Fig. 1: met3 routing
Bar = 20 um.
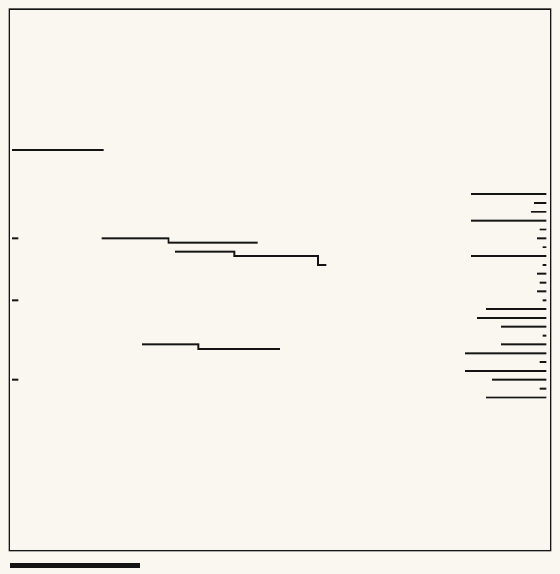
Fig. 2: local utilization
The die is cut into 8 by 8 equal tiles; black is low, pale yellow is high, 0 to 100% covered.
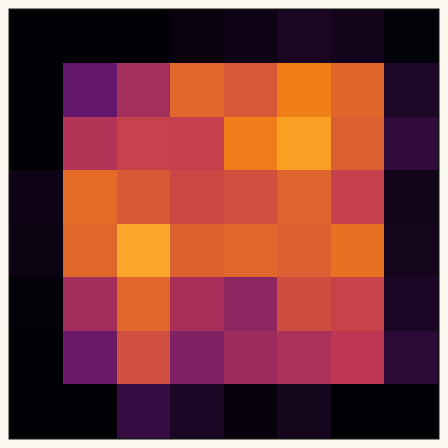
Fig. 3: logic cells by family
Bar = 20 um.
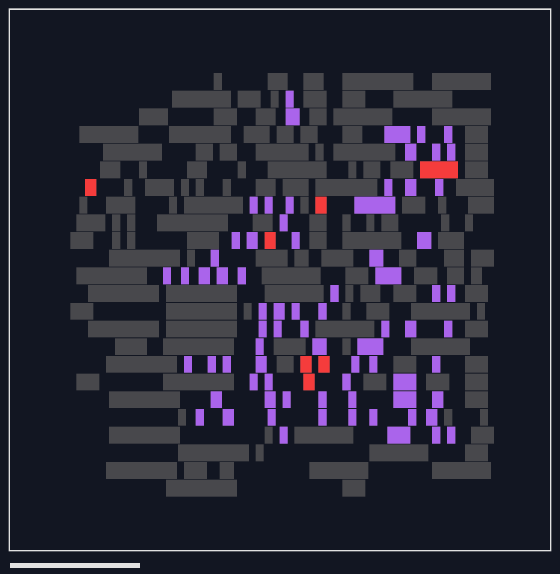
Fig. 4: placement view
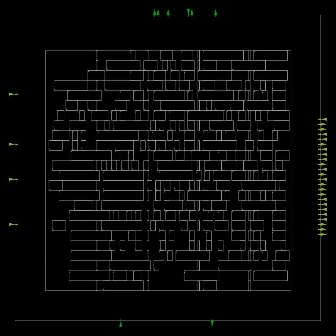
Fig. 5: I/O nets highlighted
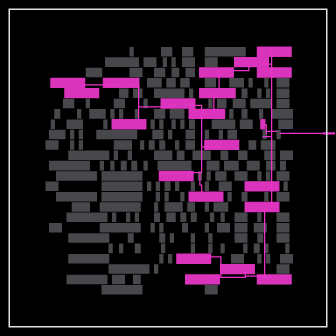
## config.mk

```make
export PLATFORM = sky130hd
export DESIGN_NAME = axi4_bch_sender
export DESIGN_NICKNAME = d
export VERILOG_FILES = /design/src/rtl/axi4_bch_sender.sv
export SDC_FILE = /design/constraint.sdc
export NUM_CORES = 1
export LEC_CHECK = 0
export ABC_AREA = 1
export CELL_PAD_IN_SITES_DETAIL_PLACEMENT = 1
export CELL_PAD_IN_SITES_GLOBAL_PLACEMENT = 1
export CORE_MARGIN = 8
export CORE_UTILIZATION = 38
export DETAILED_ROUTE_END_ITERATION = 8
export GPL_TIMING_DRIVEN = 1
export PLACE_DENSITY = 0.85
export RECOVER_POWER = 25
export SETUP_SLACK_MARGIN = 0.5
export SLEW_MARGIN = 30
export SYNTH_ARGS = -nofsm -noshare
export SYNTH_HDL_FRONTEND = slang
export SYNTH_SLANG_ARGS = --single-unit
```

## constraint.sdc

```tcl
create_clock -name axi4_aclk -period 2.7 [get_ports axi4_aclk]
set_input_delay 0.81 -clock axi4_aclk [delete_from_list [all_inputs] [get_ports axi4_aclk]]
set_output_delay 0.81 -clock axi4_aclk [all_outputs]
set_load 0.005 [all_outputs]
```

## src/rtl/axi4_bch_sender.sv

```systemverilog
// ---------------------------------------------------------------------------
// axi4_bch_sender
//   AXI4 write-response (B channel) sender. Merges responses forwarded from
//   the downstream port with SLVERR responses owed to writes that were
//   dropped upstream. Dropped-write IDs queue in a small FIFO. A single
//   output register drives the upstream B channel, and ties between the two
//   sources alternate.
//   DROP_FIFO_DEPTH must be a power of two and at least 2.
// ---------------------------------------------------------------------------
`default_nettype none

module axi4_bch_sender #(
  parameter int C_AXI_ID_WIDTH   = 4,
  parameter int C_AXI_USER_WIDTH = 4,
  parameter int DROP_FIFO_DEPTH  = 4
) (
  input  logic                              axi4_aclk,
  input  logic                              axi4_arstn,
  // dropped-write notification
  input  logic                              drop_push,
  input  logic [C_AXI_ID_WIDTH-1:0]         drop_id,
  output logic                              drop_full,
  output logic                              drop_overflow,
  output logic [$clog2(DROP_FIFO_DEPTH):0]  drop_count,
  // downstream B channel
  input  logic [C_AXI_ID_WIDTH-1:0]         m_axi4_bid,
  input  logic [1:0]                        m_axi4_bresp,
  input  logic [C_AXI_USER_WIDTH-1:0]       m_axi4_buser,
  input  logic                              m_axi4_bvalid,
  output logic                              m_axi4_bready,
  // upstream B channel
  output logic [C_AXI_ID_WIDTH-1:0]         s_axi4_bid,
  output logic [1:0]                        s_axi4_bresp,
  output logic [C_AXI_USER_WIDTH-1:0]       s_axi4_buser,
  output logic                              s_axi4_bvalid,
  input  logic                              s_axi4_bready
);

  localparam int PTR_W = $clog2(DROP_FIFO_DEPTH);
  localparam logic [1:0] RESP_SLVERR = 2'b10;

  typedef enum logic {
    SRC_FWD = 1'b0,
    SRC_ERR = 1'b1
  } src_e;

  // Output register. out_src_q only changes when a candidate is loaded, so
  // it doubles as the last-grant flag used for tie-break alternation.
  logic                        out_valid_q, out_valid_d;
  logic [C_AXI_ID_WIDTH-1:0]   out_id_q,    out_id_d;
  logic [1:0]                  out_resp_q,  out_resp_d;
  logic [C_AXI_USER_WIDTH-1:0] out_user_q,  out_user_d;
  src_e                        out_src_q,   out_src_d;

  // Dropped-ID FIFO
  logic [C_AXI_ID_WIDTH-1:0]   fifo_mem_q [DROP_FIFO_DEPTH];
  logic [PTR_W-1:0]            wr_ptr_q, wr_ptr_d;
  logic [PTR_W-1:0]            rd_ptr_q, rd_ptr_d;
  logic [PTR_W:0]              count_q,  count_d;
  logic                        overflow_q, overflow_d;

  logic load_en;
  logic err_cand;
  logic grant_fwd;
  logic grant_err;
  logic push_ok;

  assign load_en   = ~out_valid_q | (out_valid_q & s_axi4_bready);
  assign err_cand  = (count_q != '0);
  assign drop_full = (count_q == (PTR_W+1)'(DROP_FIFO_DEPTH));
  assign push_ok   = drop_push & ~drop_full;

  // Ready is independent of m_axi4_bvalid and forced low while in reset.
  assign m_axi4_bready = axi4_arstn & load_en & (~err_cand | (out_src_q == SRC_ERR));
  assign grant_fwd     = m_axi4_bvalid & m_axi4_bready;
  assign grant_err     = load_en & err_cand & ~grant_fwd;

  assign s_axi4_bvalid = out_valid_q;
  assign s_axi4_bid    = out_id_q;
  assign s_axi4_bresp  = out_resp_q;
  assign s_axi4_buser  = out_user_q;
  assign drop_count    = count_q;
  assign drop_overflow = overflow_q;

  // Next-state for the output register and FIFO bookkeeping.
  always_comb begin
    out_valid_d = out_valid_q;
    out_id_d    = out_id_q;
    out_resp_d  = out_resp_q;
    out_user_d  = out_user_q;
    out_src_d   = out_src_q;
    wr_ptr_d    = wr_ptr_q;
    rd_ptr_d    = rd_ptr_q;
    overflow_d  = overflow_q | (drop_push & drop_full);

    if (load_en) begin
      if (grant_fwd) begin
        out_valid_d = 1'b1;
        out_id_d    = m_axi4_bid;
        out_resp_d  = m_axi4_bresp;
        out_user_d  = m_axi4_buser;
        out_src_d   = SRC_FWD;
      end else if (grant_err) begin
        out_valid_d = 1'b1;
        out_id_d    = fifo_mem_q[rd_ptr_q];
        out_resp_d  = RESP_SLVERR;
        out_user_d  = '0;
        out_src_d   = SRC_ERR;
      end else begin
        out_valid_d = 1'b0;
      end
    end

    // Pointers are exactly PTR_W bits wide, so they wrap modulo the depth.
    if (push_ok)   wr_ptr_d = wr_ptr_q + 1'b1;
    if (grant_err) rd_ptr_d = rd_ptr_q + 1'b1;
    count_d = count_q + (PTR_W+1)'(push_ok) - (PTR_W+1)'(grant_err);
  end

  // Control state, cleared asynchronously.
  always_ff @(posedge axi4_aclk or negedge axi4_arstn) begin
    if (!axi4_arstn) begin
      out_valid_q <= 1'b0;
      out_id_q    <= '0;
      out_resp_q  <= '0;
      out_user_q  <= '0;
      out_src_q   <= SRC_ERR;
      wr_ptr_q    <= '0;
      rd_ptr_q    <= '0;
      count_q     <= '0;
      overflow_q  <= 1'b0;
    end else begin
      out_valid_q <= out_valid_d;
      out_id_q    <= out_id_d;
      out_resp_q  <= out_resp_d;
      out_user_q  <= out_user_d;
      out_src_q   <= out_src_d;
      wr_ptr_q    <= wr_ptr_d;
      rd_ptr_q    <= rd_ptr_d;
      count_q     <= count_d;
      overflow_q  <= overflow_d;
    end
  end

  // FIFO storage needs no reset: only entries between the pointers are read.
  always_ff @(posedge axi4_aclk) begin
    if (push_ok) fifo_mem_q[wr_ptr_q] <= drop_id;
  end

endmodule

`default_nettype wire

```

==> out/summary.rpt <==
STATUS
-------------------------------------------------------------------
Outcome                                                finished, final reports clean

GLOBAL ROUTING
-------------------------------------------------------------------
Met3 GRT Util                                                4.297%
Grt peak-use layer                                             met2
GRT Residual Overflow                                             0

SYNTH
-------------------------------------------------------------------
Chip area in the Yosys report                              1709 um2
Mux cell area share                                              0%
Yosys simple share                                           24.01%

CRITICAL PATH
-------------------------------------------------------------------
Cell with the largest stage delay on the worst path    sky130_fd_sc_hd__fa_2
Worst-path cell chain                                  clkbuf_1 -> inv_2 -> a21oi_4 -> buf_6 -> nand3_4 -> nand2_4 -> inv_4 -> ha_4 -> inv_2 -> ha_4 -> inv_2 -> fa_2 -> inv_1
Stage delay of the slowest cell on the critical path        0.51 ns

CTS
-------------------------------------------------------------------
Number of clock buffers inserted by TritonCTS                     5
Post-CTS Hold Fix Bufs                                            0

HOLD PATH
-------------------------------------------------------------------
Min-Delay Path Class                                   flop to flop
Min-Delay Endpoint                                     s_axi4_buser[1]$_DFFE_PN0P_

ROUTE
-------------------------------------------------------------------
Per-cell routed wire length                                14.55 um

POWER
-------------------------------------------------------------------
Total power after layout                                   2.435 mW

FINAL TIMING
-------------------------------------------------------------------
Transition time of the tightest slew-check pin             1.115 ns
Setup repair after global routing missed its margin             yes

LAYOUT
-------------------------------------------------------------------
Largest cell class                                        registers
Seq_cells                                                        36

PLACE
-------------------------------------------------------------------
Gp weighted congestion                                       0.7664

Notes on Fig. 1 above:
nets with wire on the layer = 29
share of all routed wire = 5.1%
longest straight run = 13.8 um
wire length on this layer = 205 um

Notes on Fig. 2 above:
nearly empty tiles = 20%
mean over tiles = 33%
fullest tile = 81%
tiles over 75% full = 3.1%
densest ninth of the die = centre

Notes on Fig. 3 above:
purple -> NAND gates  # cells 74, most used nand2_1
red -> inverting AOI/OAI gates  # cells 7, most used o21ai_0

Notes on Fig. 4 above:
core outline area: 4354 um2
total number of placement rows: 24
final cell utilization of the core: 53.91%

Notes on Fig. 5 above:
magenta -> axi4_arstn  # bits 1, direction input, end cells 21, wire 198 um
I/O pin count: 36
number of buffers added on ports: 35

==> cells in the mapped netlist (all sizes together), types with 2 or more instances <==
library cell   n  area share (%)
nand2         56              14
inv           24             5.3
dfrtp         19              28
nand3         17             6.6
edfxtp        16              28
nor2           9             2.4
ha             6             4.4
o21ai          5             1.5
buf            4             2.6
xnor2          3             1.5
a21oi          2            0.81
==> layout by cell type (no fill, tap or decap), types with 2 or more instances in the layout <==
master,n
sky130_fd_sc_hd__buf_6,3
sky130_fd_sc_hd__dfrtp_2,2
sky130_fd_sc_hd__dlygate4sd2_1,3
sky130_fd_sc_hd__nand3_1,13
sky130_fd_sc_hd__inv_2,8
sky130_fd_sc_hd__dfrtp_1,17
sky130_fd_sc_hd__ha_4,2
sky130_fd_sc_hd__buf_4,11
sky130_fd_sc_hd__nand2_2,3
sky130_fd_sc_hd__inv_1,14
sky130_fd_sc_hd__nand2_1,50
sky130_fd_sc_hd__xnor2_1,3
sky130_fd_sc_hd__nand3_2,3
sky130_fd_sc_hd__clkdlybuf4s50_1,28
sky130_fd_sc_hd__ha_1,4
sky130_fd_sc_hd__edfxtp_1,16
sky130_fd_sc_hd__nor2_1,8
sky130_fd_sc_hd__o21ai_1,2
sky130_fd_sc_hd__clkbuf_8,5
sky130_fd_sc_hd__o21ai_0,3
sky130_fd_sc_hd__clkbuf_1,2
sky130_fd_sc_hd__nand2_4,3
==> power by group through the flow <==
stage | clock network (mW) | registers [mW] | logic [mW]
CTS | 0.492 | 0.899 | 1.09
global placement | 0 | 0.912 | 0.952
finish | 0.480 | 0.895 | 1.06
floorplan | 0 | 0.874 | 0.631
detailed placement | 0 | 0.920 | 1.03
global route | 0.516 | 0.924 | 1.21
No activity file was given, so power comes from the tool's default toggle rates.
